==> config.mk <==
export PLATFORM = sky130hd
export DESIGN_NAME = icache_flat
export DESIGN_NICKNAME = d
export VERILOG_FILES = /design/src/rtl/icache_if.sv /design/src/rtl/icache.sv /design/src/flat_wrapper.sv
export SDC_FILE = /design/constraint.sdc
export NUM_CORES = 1
export LEC_CHECK = 0
export CAP_MARGIN = 25
export CELL_PAD_IN_SITES_DETAIL_PLACEMENT = 1
export CELL_PAD_IN_SITES_GLOBAL_PLACEMENT = 1
export CORE_ASPECT_RATIO = 0.7
export CORE_MARGIN = 1
export CORE_UTILIZATION = 25
export CTS_BUF_LIST = sky130_fd_sc_hd__clkbuf_8
export CTS_CLUSTER_DIAMETER = 120
export DETAILED_ROUTE_END_ITERATION = 10
export PLACE_DENSITY = 0.5
export SLEW_MARGIN = 10
export SYNTH_ARGS = -nofsm -noshare
export SYNTH_HDL_FRONTEND = slang
export SYNTH_SLANG_ARGS = --single-unit
export TNS_END_PERCENT = 1
==> constraint.sdc <==
create_clock -name CLK -period 5.2 [get_ports CLK]
set_clock_uncertainty 0.15 [all_clocks]
set_input_delay 1.3 -clock CLK [delete_from_list [all_inputs] [get_ports CLK]]
set_output_delay 1.3 -clock CLK [all_outputs]
set_load 0.005 [all_outputs]
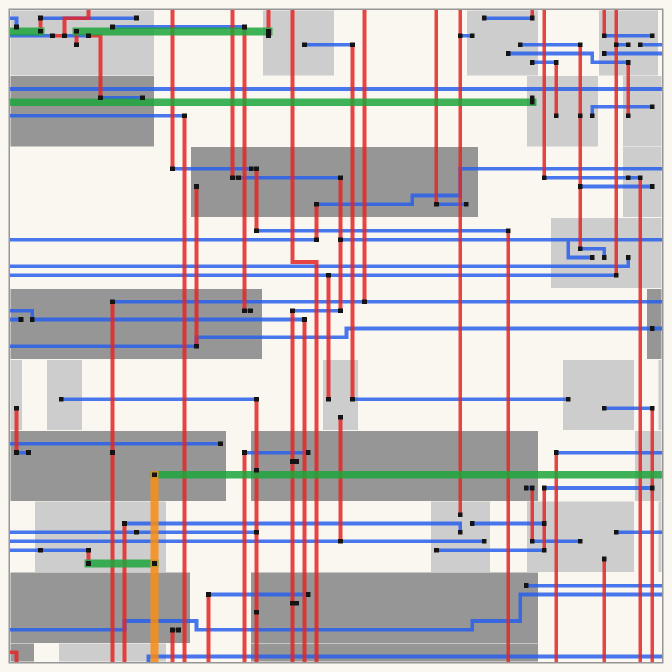
detail.png
Window x 339 to 364, y 70 to 95 um. Cells in grey, sequential cells in the stronger grey; small squares are vias.
blue -> metal 1
orange -> metal 4
green -> metal 3
red -> metal 2
most frequent = edfxtp_1 (6), buf_4 (4), o22ai_1 (2)
sequential cells in the window = 7
cells with their middle in the window = 21

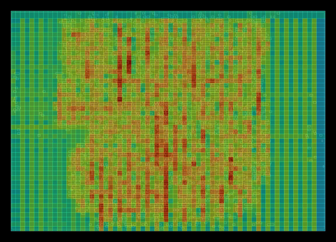
congestion.png
Avg WL per Cell: 25.4 um
M2 GR Usage: 23.1%
Util after Layout: 31.0%
Most Used Layer, Global Route: met2
M1 GR Usage: 18.1%

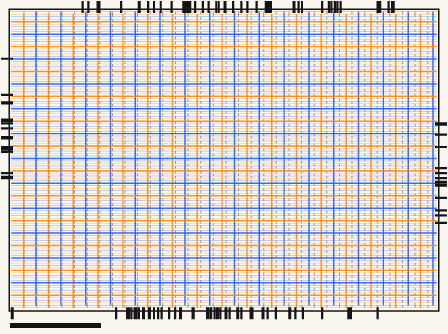
power_grid.png
The bar under the picture is 100 um long. Pins as bars on the die edge. Tap cells in grey.
blue -> VDD
orange -> VSS
rows = 119
met4 straps = 34
tap cells = 1996
met1 rails = 120
die extent in y: 328 um
die width: 468 um
CORE AREA: 151000 um^2

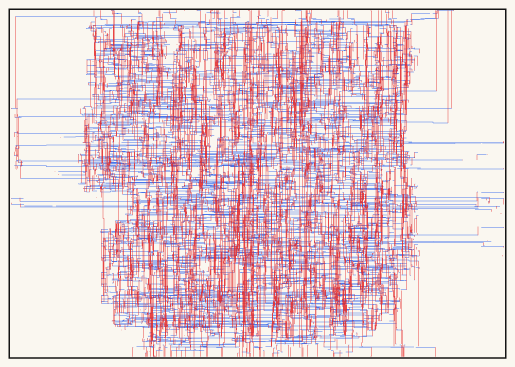
wires.png
Two of the layers only.
blue -> metal 1  # wire length 47.5 mm
red -> metal 2  # wire length 52.7 mm
total track usage: 13.8%
Routed WL: 107 mm
DR vias: 18500

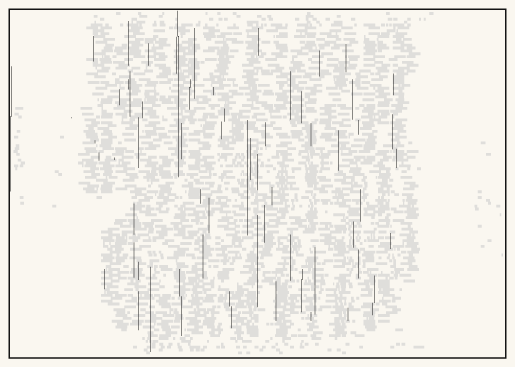
layer_met4.png
Cells faint in the background.
longest straight run = 133 um
share of all routed wire = 2.0%
wire length on this layer = 2130 um

==> impl_metrics.tcl <==
# metrics dict for downstream scripts
set metrics [dict create \
    place_hpwl_mm 59.0 \
    rsz0062_at_grt "true" \
    numClockSinks 975 \
    inv_count 3 \
    synthDominantCellAreaShare_pct 73.2 \
    slew_viol_final 0 \
    rrSetupSlack_ps 1780 \
    vdd_ir_drop_max_v 0.000192 \
    maxCapViolations 0 \
    insertedDiodeCount 8 \
    drive_gt1_share_pct 35.8 \
    layout.nonclk_buf_share_pct 7.03 \
    cp_top_family "buffers and inverters" \
    design.seq.count 975 \
    top_cells_by_area "edfxtp_1, mux4_2, dfrtp_1" \
    worstPathCellList "buf_16 > buf_6 > mux4_2 > a22o_1 > a221oi_4 > xor2_2 > nand4_1 > nor4_4 > buf_4 > and4_4 > buf_12 > buf_12 > buf_6 > buf_6 > and2_4 > buf_6" \
    avgSynthCellArea_um2 22.9 \
    n_clock_buffer 179 \
    synth_warnings 0 \
    rows 119 \
    top_area_cell "edfxtp_1" \
    setup_violations 33 \
    largest_cell_class "registers" \
    fin_ws_ps -688 \
    ys_cells 1663 \
    clkLatencyLatePin_ps 830 \
    final_nets 2127 \
    tns_ps -18870 \
    sh_comb_area_pct 18.8 \
    worst_pin_slew_ps 879 \
    relSlewSlack_pct 41.4 \
    clk_pin_slew_ps 60 \
    taps 1996 \
    worstPathRequired_ps 3750 \
    grt_first_pass_wirelength_mm 150 \
    pwr_density_cell_nw_per_um2 369 \
    synth_area_um2 38000 \
    critPathMaxFanout 5 \
    holdBufCountCts 0 \
    boundaryPins 134 \
    finalPower_uw 17200 \
    p_leak_uw 0.0153 \
    violations "setup timing" \
    end_kind "output port" \
    hold_viol 0 \
    grt_pass1_vias 20400 \
    cts-htree-levels 4 \
    cts_setup_buffers 6 \
    port_buffers 129 \
    ys_area_um2 38000 \
    antenna_found_initial 9 \
    synth-edff-count 928 \
    cts_resized 65 \
    drtIter0Drc 1279 \
    largest_reg_flops 512 \
    dieArea_um2 154000 \
    top_cell "edfxtp_1" \
    path_depth 16 \
    warnings 32 \
    flop_area_um2 29000 \
    fp_util_pct 25.2 \
    ant_nets 0 \
    startpoint_type "primary input" \
    ys.flops 975 \
    fillers 15100 \
    root_buffer "clkbuf_8" \
    outcome "finished, violations left" \
    drt_pre_antenna_iters 5 \
    crit_arrival_ps 4440 \
    synthToLayoutAreaGrowth_pct 22.9 \
    synthTopCellsByCount "edfxtp_1, mux4_2, mux2i_1" \
    synth_seq_share_pct 76.3 \
    cts_max_path_buffers 3 \
    path_common_cell "buf_6" \
    worstHoldPathCells 1 \
    cp_num_buf_inv 8 \
    synth-main-ff-cell "edfxtp_1" \
    logic_area_um2 8810 \
    sh_seq_area_pct 62.1 \
    hp-class "reg2reg" \
    fmax_mhz 170 \
    synthesis.instances 1663 \
    reg2regPathDepth 11 \
    slowest_delay_ps 480 \
    tritoncts "done" \
    synth_cell_types 54 \
    cts_buffers 168 \
    clockNetworkAreaShare_pct 6.57 \
    worstSetupPathType "in2out" \
    overflow 0 \
    routabilityCongestion 0.724 \
    fin_crit_sh_pct 113 \
    num-nonclk-buffers 311 \
    drcViolationCount 0 \
    slowest_stage "mux4_2" \
    period_minus_slack_ps 5890 \
    async_flop_share_pct 4.82 \
    grt_max_degree 63 \
    vias_per_cell 4.40 \
    comb_cells 600 \
]
==> metrics by stage <==
stage	hold slack [ps]	cell area, um^2	worst slack, ps	utilization, %	std cells
5_1_grt	334	46700	-791	31.0	4200
3_5_place_dp	304	43000	-1240	28.5	3854
2_1_floorplan	284	38100	-1110	-	1664
4_1_cts	319	46300	-971	30.7	4172
6_report	318	46700	-688	31.0	4204
3_3_place_gp	297	43000	-1230	28.5	3853
==> cells by family after synthesis <==
kind of cell              Yosys count  synth area share (%)
xor gates and xnor gates           30                 0.691
other                               1               0.00986
buffers and inverters              89                  1.34
DFF                               975                  76.3
muxes                             361                  18.0
AOI/OAI and AO/OA                  54                  1.19
and+or+nand+nor                   153                  2.40
==> where the power goes <==
group	internal [uW]	switching, uW
Combinational	709	745
Clock	3270	3100
Sequential	9090	318
==> layout by cell type (no fill, tap or decap), types with 4 or more instances in the layout <==
master             n
buf_16             4
edfxtp_1         928
nand3_1            5
inv_1             62
a22oi_1            5
dfrtp_1           46
a221oi_2           4
and2_1            50
nor2b_1           10
clkbuf_8         179
clkinv_2          22
clkdlybuf4s15_2    9
mux2_4            29
xor2_1             6
and2_4            15
or2_2             16
mux2_2             9
xnor2_1           20
nand2_1           11
buf_12            36
mux2i_2            8
diode_2            8
buf_6             21
clkinv_1          40
clkdlybuf4s50_1   91
a221oi_1           9
nor2_1             8
buf_2              5
mux2i_1           66
mux4_2           247
buf_4            128
clkinvlp_4         5
o21ai_0            7
nand2b_1           5
a22o_1             4
nor2_4            12
buf_8              4
==> routing by layer <==
layer,GRT usage (%),vias up,wire (um)
met5,0,-,34
met4,3.96,6,2130
met3,2.79,163,4510
met2,23.1,424,52700
met1,18.1,10100,47500
li1,-,7818,-
Power and IR drop assume default switching activity.
